gates.png
Scale bar: 20 um.
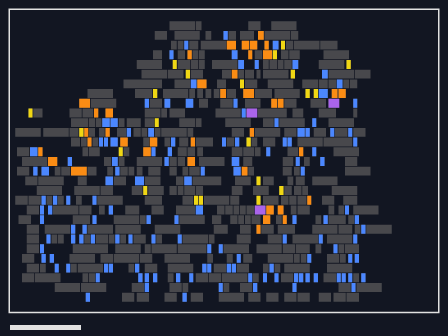
congestion_map.png
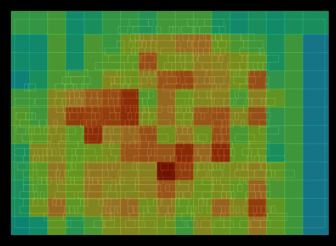
clock_wires.png
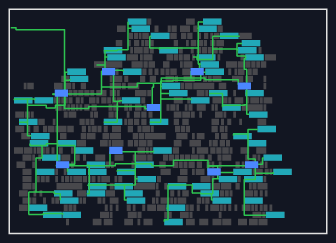
m3.png
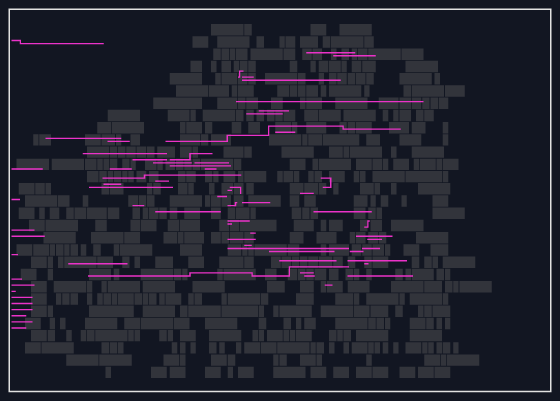
## config.mk

```make
export PLATFORM = sky130hd
export DESIGN_NAME = morse_word_uart_tx_flat
export DESIGN_NICKNAME = d
export VERILOG_FILES = /design/src/rtl/morse_word_uart_tx_pkg.sv /design/src/rtl/morse_word_uart_tx_if.sv /design/src/rtl/morse_word_uart_tx_byte.sv /design/src/rtl/morse_word_uart_tx.sv /design/src/flat_wrapper.sv
export SDC_FILE = /design/constraint.sdc
export NUM_CORES = 1
export LEC_CHECK = 0
export CAP_MARGIN = 20
export CORE_ASPECT_RATIO = 0.7
export CORE_UTILIZATION = 40
export CTS_BUF_LIST = sky130_fd_sc_hd__clkbuf_8
export DETAILED_ROUTE_END_ITERATION = 16
export PLACE_DENSITY = 0.71
export SLEW_MARGIN = 10
export SYNTH_ARGS = -nofsm -noshare
export SYNTH_HDL_FRONTEND = slang
export SYNTH_HIERARCHICAL = 1
export SYNTH_SLANG_ARGS = --single-unit
```

## constraint.sdc

```tcl
create_clock -name clk -period 3.9 [get_ports clk]
set_input_delay 0.78 -clock clk [delete_from_list [all_inputs] [get_ports clk]]
set_output_delay 0.78 -clock clk [all_outputs]
set_load 0.01 [all_outputs]
```

## src/rtl/morse_word_uart_tx_pkg.sv

```systemverilog
// rtl/morse_word_uart_tx_pkg.sv - shared constants, controller states and Morse code to ASCII map
// Holds the word geometry (CHAR_W, MAX_CHARS), the ASCII suffix bytes and char_to_ascii().
package morse_word_uart_tx_pkg;

  localparam int CHAR_W    = 6;
  localparam int MAX_CHARS = 6;
  localparam int IDX_W     = $clog2(MAX_CHARS);

  localparam logic [7:0] ASCII_CR    = 8'h0D;
  localparam logic [7:0] ASCII_LF    = 8'h0A;
  localparam logic [7:0] ASCII_ERR   = 8'h21;
  localparam logic [7:0] ASCII_SPACE = 8'h20;
  localparam logic [7:0] ASCII_STAR  = 8'h2A;

  typedef enum logic [2:0] {
    ST_IDLE,
    ST_SKIP,
    ST_CHARS,
    ST_SUFFIX,
    ST_DRAIN
  } ctrl_state_t;

  // 0 -> space, 1..26 -> 'A'..'Z', 27..36 -> '0'..'9', anything else -> '*'
  function automatic logic [7:0] char_to_ascii(input logic [CHAR_W-1:0] code);
    logic [7:0] c8;
    c8 = 8'(code);
    if (c8 == 8'd0)       return ASCII_SPACE;
    else if (c8 <= 8'd26) return 8'h40 + c8;
    else if (c8 <= 8'd36) return c8 + 8'd21;
    else                  return ASCII_STAR;
  endfunction

endpackage

```

## src/rtl/morse_word_uart_tx_if.sv

```systemverilog
// rtl/morse_word_uart_tx_if.sv - word input and UART status bundle
// master: drives word/word_ended/error, observes tx/busy/overrun. slave: the transmitter.
interface morse_word_uart_tx_if;
  import morse_word_uart_tx_pkg::*;

  logic [CHAR_W*MAX_CHARS-1:0] word;
  logic                        word_ended;
  logic                        error;
  logic                        tx;
  logic                        busy;
  logic                        overrun;

  modport master (output word, word_ended, error, input tx, busy, overrun);
  modport slave  (input word, word_ended, error, output tx, busy, overrun);
endinterface

```

## src/rtl/morse_word_uart_tx_byte.sv

```systemverilog
// rtl/morse_word_uart_tx_byte.sv - 8N1 UART byte serializer
// Ports: clk, rst_n (sync, active-low), data/valid/ready byte handshake, tx line (idle high).
module uart_tx_byte #(
  parameter int CLK_DIV = 434
) (
  input  logic       clk,
  input  logic       rst_n,
  input  logic [7:0] data,
  input  logic       valid,
  output logic       ready,
  output logic       tx
);
  localparam int              TW      = $clog2(CLK_DIV);
  localparam logic [TW-1:0]   BIT_TOP = TW'(CLK_DIV - 1);

  logic          active_q;
  logic [3:0]    bit_q;     // 0 start, 1..8 data, 9 stop
  logic [TW-1:0] timer_q;
  logic [7:0]    data_q;
  logic          tx_q;

  // Accepting in the final stop cycle lets frames run back to back.
  assign ready = ~active_q | ((bit_q == 4'd9) && (timer_q == '0));
  assign tx    = tx_q;

  always_ff @(posedge clk) begin
    if (!rst_n) begin
      active_q <= 1'b0;
      bit_q    <= '0;
      timer_q  <= '0;
      data_q   <= '0;
      tx_q     <= 1'b1;
    end else if (valid && ready) begin
      active_q <= 1'b1;
      bit_q    <= '0;
      timer_q  <= BIT_TOP;
      data_q   <= data;
      tx_q     <= 1'b0;
    end else if (active_q) begin
      if (timer_q == '0) begin
        if (bit_q == 4'd9) begin
          active_q <= 1'b0;
        end else begin
          bit_q   <= bit_q + 4'd1;
          timer_q <= BIT_TOP;
          tx_q    <= (bit_q == 4'd8) ? 1'b1 : data_q[bit_q[2:0]];
        end
      end else begin
        timer_q <= timer_q - 1'b1;
      end
    end
  end
endmodule

```

## src/rtl/morse_word_uart_tx.sv

```systemverilog
// rtl/morse_word_uart_tx.sv - logs each decoded Morse word as ASCII over UART 8N1
// Ports: clk, rst_n (sync, active-low), bus (slave): word/word_ended/error in, tx/busy/overrun out.
module morse_word_uart_tx #(
  parameter int CLK_DIV  = 434,
  parameter bit ERR_MARK = 1'b1
) (
  input  logic                 clk,
  input  logic                 rst_n,
  morse_word_uart_tx_if.slave  bus
);
  import morse_word_uart_tx_pkg::*;

  localparam logic [IDX_W-1:0] IDX_TOP = IDX_W'(MAX_CHARS - 1);

  ctrl_state_t                 state_q;
  logic                        we_q;
  logic                        busy_q;
  logic                        overrun_q;
  logic [IDX_W-1:0]            idx_q;
  logic [1:0]                  sfx_q;   // 0 '!', 1 CR, 2 LF
  logic [CHAR_W*MAX_CHARS-1:0] snap_q;

  logic             rise;
  logic             byte_valid;
  logic             byte_ready;
  logic             accept;
  logic             ser_tx;
  logic [7:0]       byte_data;
  logic [7:0]       sfx_byte;
  logic [CHAR_W-1:0] cur_ch;

  assign rise        = bus.word_ended & ~we_q;
  assign cur_ch      = snap_q[int'(idx_q)*CHAR_W +: CHAR_W];
  assign accept      = byte_valid & byte_ready;
  assign bus.tx      = ser_tx;
  assign bus.busy    = busy_q;
  assign bus.overrun = overrun_q;

  always_comb begin
    case (sfx_q)
      2'd0:    sfx_byte = ASCII_ERR;
      2'd1:    sfx_byte = ASCII_CR;
      default: sfx_byte = ASCII_LF;
    endcase
  end

  // SKIP already offers the first byte (a char, or the suffix for an all-blank
  // word) so blank-skipping costs exactly one cycle per leading blank.
  always_comb begin
    byte_valid = 1'b0;
    byte_data  = sfx_byte;
    case (state_q)
      ST_SKIP: begin
        if (cur_ch != '0) begin
          byte_valid = 1'b1;
          byte_data  = char_to_ascii(cur_ch);
        end else if (idx_q == '0) begin
          byte_valid = 1'b1;
        end
      end
      ST_CHARS: begin
        byte_valid = 1'b1;
        byte_data  = char_to_ascii(cur_ch);
      end
      ST_SUFFIX: byte_valid = 1'b1;
      default: ;
    endcase
  end

  always_ff @(posedge clk) begin
    if (!rst_n) begin
      state_q   <= ST_IDLE;
      we_q      <= 1'b1;   // a level already high at reset release is not a rise
      busy_q    <= 1'b0;
      overrun_q <= 1'b0;
      idx_q     <= '0;
      sfx_q     <= '0;
      snap_q    <= '0;
    end else begin
      we_q      <= bus.word_ended;
      overrun_q <= rise & busy_q;
      case (state_q)
        ST_IDLE: begin
          if (rise) begin
            snap_q  <= bus.word;
            idx_q   <= IDX_TOP;
            sfx_q   <= (ERR_MARK && bus.error) ? 2'd0 : 2'd1;
            busy_q  <= 1'b1;
            state_q <= ST_SKIP;
          end
        end
        ST_SKIP: begin
          if (accept) begin
            if (cur_ch != '0) begin
              if (idx_q == '0) begin
                state_q <= ST_SUFFIX;
              end else begin
                idx_q   <= idx_q - 1'b1;
                state_q <= ST_CHARS;
              end
            end else begin
              sfx_q   <= sfx_q + 2'd1;
              state_q <= ST_SUFFIX;
            end
          end else if (cur_ch == '0 && idx_q != '0) begin
            idx_q <= idx_q - 1'b1;
          end
        end
        ST_CHARS: begin
          if (accept) begin
            if (idx_q == '0) state_q <= ST_SUFFIX;
            else             idx_q   <= idx_q - 1'b1;
          end
        end
        ST_SUFFIX: begin
          if (accept) begin
            if (sfx_q == 2'd2) state_q <= ST_DRAIN;
            else               sfx_q   <= sfx_q + 2'd1;
          end
        end
        ST_DRAIN: begin
          // ready only rises in the LF frame's last stop cycle here
          if (byte_ready) begin
            busy_q  <= 1'b0;
            state_q <= ST_IDLE;
          end
        end
        default: state_q <= ST_IDLE;
      endcase
    end
  end

  uart_tx_byte #(.CLK_DIV(CLK_DIV)) u_ser (
    .clk   (clk),
    .rst_n (rst_n),
    .data  (byte_data),
    .valid (byte_valid),
    .ready (byte_ready),
    .tx    (ser_tx)
  );
endmodule

```

## src/flat_wrapper.sv

```systemverilog
// flat-port wrapper written by rule: the top's interface ports become plain ports
module morse_word_uart_tx_flat import morse_word_uart_tx_pkg::*;
#(
  parameter int CLK_DIV  = 434,
  parameter bit ERR_MARK = 1'b1
)
  (clk, rst_n, bus_word, bus_word_ended, bus_error, bus_tx, bus_busy, bus_overrun);
  morse_word_uart_tx_if bus_i ();
  input  logic clk;
  input  logic rst_n;
  input wire logic [$bits(bus_i.word)-1:0] bus_word;
  input wire logic [$bits(bus_i.word_ended)-1:0] bus_word_ended;
  input wire logic [$bits(bus_i.error)-1:0] bus_error;
  output wire logic [$bits(bus_i.tx)-1:0] bus_tx;
  output wire logic [$bits(bus_i.busy)-1:0] bus_busy;
  output wire logic [$bits(bus_i.overrun)-1:0] bus_overrun;
  assign bus_i.word = bus_word;
  assign bus_i.word_ended = bus_word_ended;
  assign bus_i.error = bus_error;
  assign bus_tx = bus_i.tx;
  assign bus_busy = bus_i.busy;
  assign bus_overrun = bus_i.overrun;
  morse_word_uart_tx #(.CLK_DIV(CLK_DIV), .ERR_MARK(ERR_MARK)) u_core (.clk(clk), .rst_n(rst_n), .bus(bus_i));
endmodule
```

==> results.ini <==
[run_status]
status=completed

[yosys]
fa_ha_area_frac=0.0417
synth-edff-count=0
yosys_warnings=6
aoi_share=0.207
syn-num-nets=549
yosys_cells=496
yosysTopAreaCell=dfxtp_1
ys_types=60
ys_area_mm2=0.00390
ys_seq_share=0.359
top_area_frac=0.359
synth_top_cell_by_count=nand2_1
syn_inst=496
yosys_most_used_dff=dfxtp_1
synth.avg_cell_area_um2=7.87
synthTopCellsByArea=dfxtp_1, nand2_1, a21oi_1
synth_area_mm2=0.00390
synthTopLogicFamily=simple AND/OR/NAND/NOR gates
ys_sh_simple=0.243
synth-seq-cells=70
ys_sh_mux=0.0923
synth_xor_xnor_area_share=0.00673
top_cells_by_count=nand2_1, dfxtp_1, a21oi_1

[final_layout]
fillCellCount=858
diodes=0
comb_cells=378
bufAreaShareNonClock=0.106
regArea_mm2=0.00140
inverters=21
area_growth_pct=18.7
final-clk-cell-share=0.0408
seq_share=0.302
flops=70
comb_area_share=0.500
final_core_util=0.501
lay_top_cells=nand2_1, dfxtp_1, a21oi_1
final_cell_area_mm2=0.00463
lay_top_count=nand2_1
finalNonFillerCells=657
clockBufferCount=10
mi_logic_area_mm2=0.00232
non_clock_buffer_count=49
largest_class=multi-input combinational cells
nets=582
drive_above_1_share=0.0750

[die]
die_area_mm2=0.0102
die_h_um=84.6
die_w_um=120
row_count=29
initCoreUtil=0.422
ios=43
n_tap_cell=124
core_mm2=0.00925

[timing]
hold_viol_final=0
slew_headroom=0.495
worst_pin_slew_ps=749
setup_tns_ps=0
fmax_ghz=0.296
period_used_share=0.866
rsz0062_at_grt=false
setup_viol_count_final=0
period_needed_ps=3380
drv_slew=0
fin_skew_ps=10.4

[min_path]
min_path_type=reg -> reg
hp-start=u_core/snap_q[4]
hold_depth=2
whs_endpoint=u_core/snap_q[4]

[clock_network]
ctsResizeCount=0
clock_sinks=70
clockRootBuffer=clkbuf_8
postCtsHoldBufs=0
htreeDepth=3
cts_tree=yes
cts_buffer_depth=2
clkLatencyLatePin_ps=360
cts-buffers-inserted=9
cts.clk_slew.worst_paths_ps=70
post_cts_buffers=0

[drt]
dr.pass1.iters=7
dr_wl_met2_um=4250
drtIter0Drc=339
viasPerCell=5.66
met1Wirelength_um=4760
drcViolationCount=0
routed_wl_um=9730
vias=3716
ant_nets=0
top_layer_used=met4

[power_and_ir_drop]
switching_share=0.390
power_switching_mw=0.968
p_leak_nw=1.61
peakVddDrop_v=0.000223
cell_internal_pwr_mw=1.51
p_clk_frac=0.232
power.density_mw_per_mm2=535
sequentialPowerShare=0.381
comb_power_share=0.387

[worst_setup_path]
reg2reg_slack_ps=520
critical_path_class=reg -> reg
critPathMaxFanout=14
worst-path-buf-inv=0
endpoint_kind=flip-flop
cp_common_cell=a21oi_1
crit_arrival_ps=3640
cp_slowest_cell=dfxtp_1
worstReg2RegEnd=u_core/u_ser/bit_q[0]
crit_start=u_core/idx_q[0]
rr_worst_depth=9
start_kind=flip-flop
critical_path.max_stage_delay_ps=700
crit_path_end=u_core/u_ser/bit_q[0]
cp.required_ps=4170
crit_family=AND-OR/OR-AND gates
crit_cells=9
crit_chain=mux4_2, and2_1, a21oi_1, ha_1, nand4_1, o21ai_0, a21oi_1, o21a_1, nor3_1
r2r_start=u_core/idx_q[0]

[placed_design]
port_buffers=42
routabilityCongestion=0.861
dpl.hpwl_um=6980
place_inst=641

[run]
drv_cap=0
warning_count=34

[grt]
grt.overflow.total=0
antenna_found_initial=0
gr-usage-all-layers=0.197
grt_pass1_wl_um=16000
met1_usage=0.279
top_usage_layer=met2
grt_max_degree=43
grt_use_met3=0.0530
grt_pass1_vias=3350

Notes on gates.png above:
nand cells: shown in blue, cells 131, most used nand2_1. xor and xnor cells: shown in purple, cells 3, most used xnor2_1. inv cells: shown in yellow, cells 21, most used inv_1. nor cells: shown in orange, cells 39, most used nor2_1.

Notes on congestion_map.png above:
met2 GRT Util: 0.291
DR WL/cell: 14.8 um

Notes on clock_wires.png above:
clock-net drivers: shown in blue, count 9. clock wires: shown in green, length 912 um. flip-flops: shown in cyan, count 70.
There are 10 routed clock nets. Position of the flops: spread over the die.

Notes on m3.png above:
The layer carries 631 um of wire. The wires run mostly horizontal.

flip-flops by register name, summed over array words and instances, names as in the netlist, 2 cells and up:
register	flops
u_core/state_q	3
u_core/u_ser/timer_q	9
u_core/u_ser/bit_q	4
u_core/snap_q	36
u_core/sfx_q	2
u_core/u_ser/data_q	8
u_core/idx_q	3
stage by stage:
stage	hold WS, ps	power [mW]	setup slack [ps]
2_1_floorplan	432	1.63	1020
3_3_place_gp	439	1.85	715
3_5_place_dp	446	1.88	630
4_1_cts	456	2.46	599
5_1_grt	477	2.63	297
6_report	456	2.48	523
power by group through the flow:
stage	Clock, mW	Sequential, mW	Combinational [mW]
floorplan	0	0.893	0.732
global placement	0	0.952	0.899
detailed placement	0	0.957	0.927
CTS	0.586	0.940	0.933
global route	0.619	0.964	1.05
finish	0.575	0.945	0.959
Power figures rest on the tool's default switching activity, not on a simulated workload.
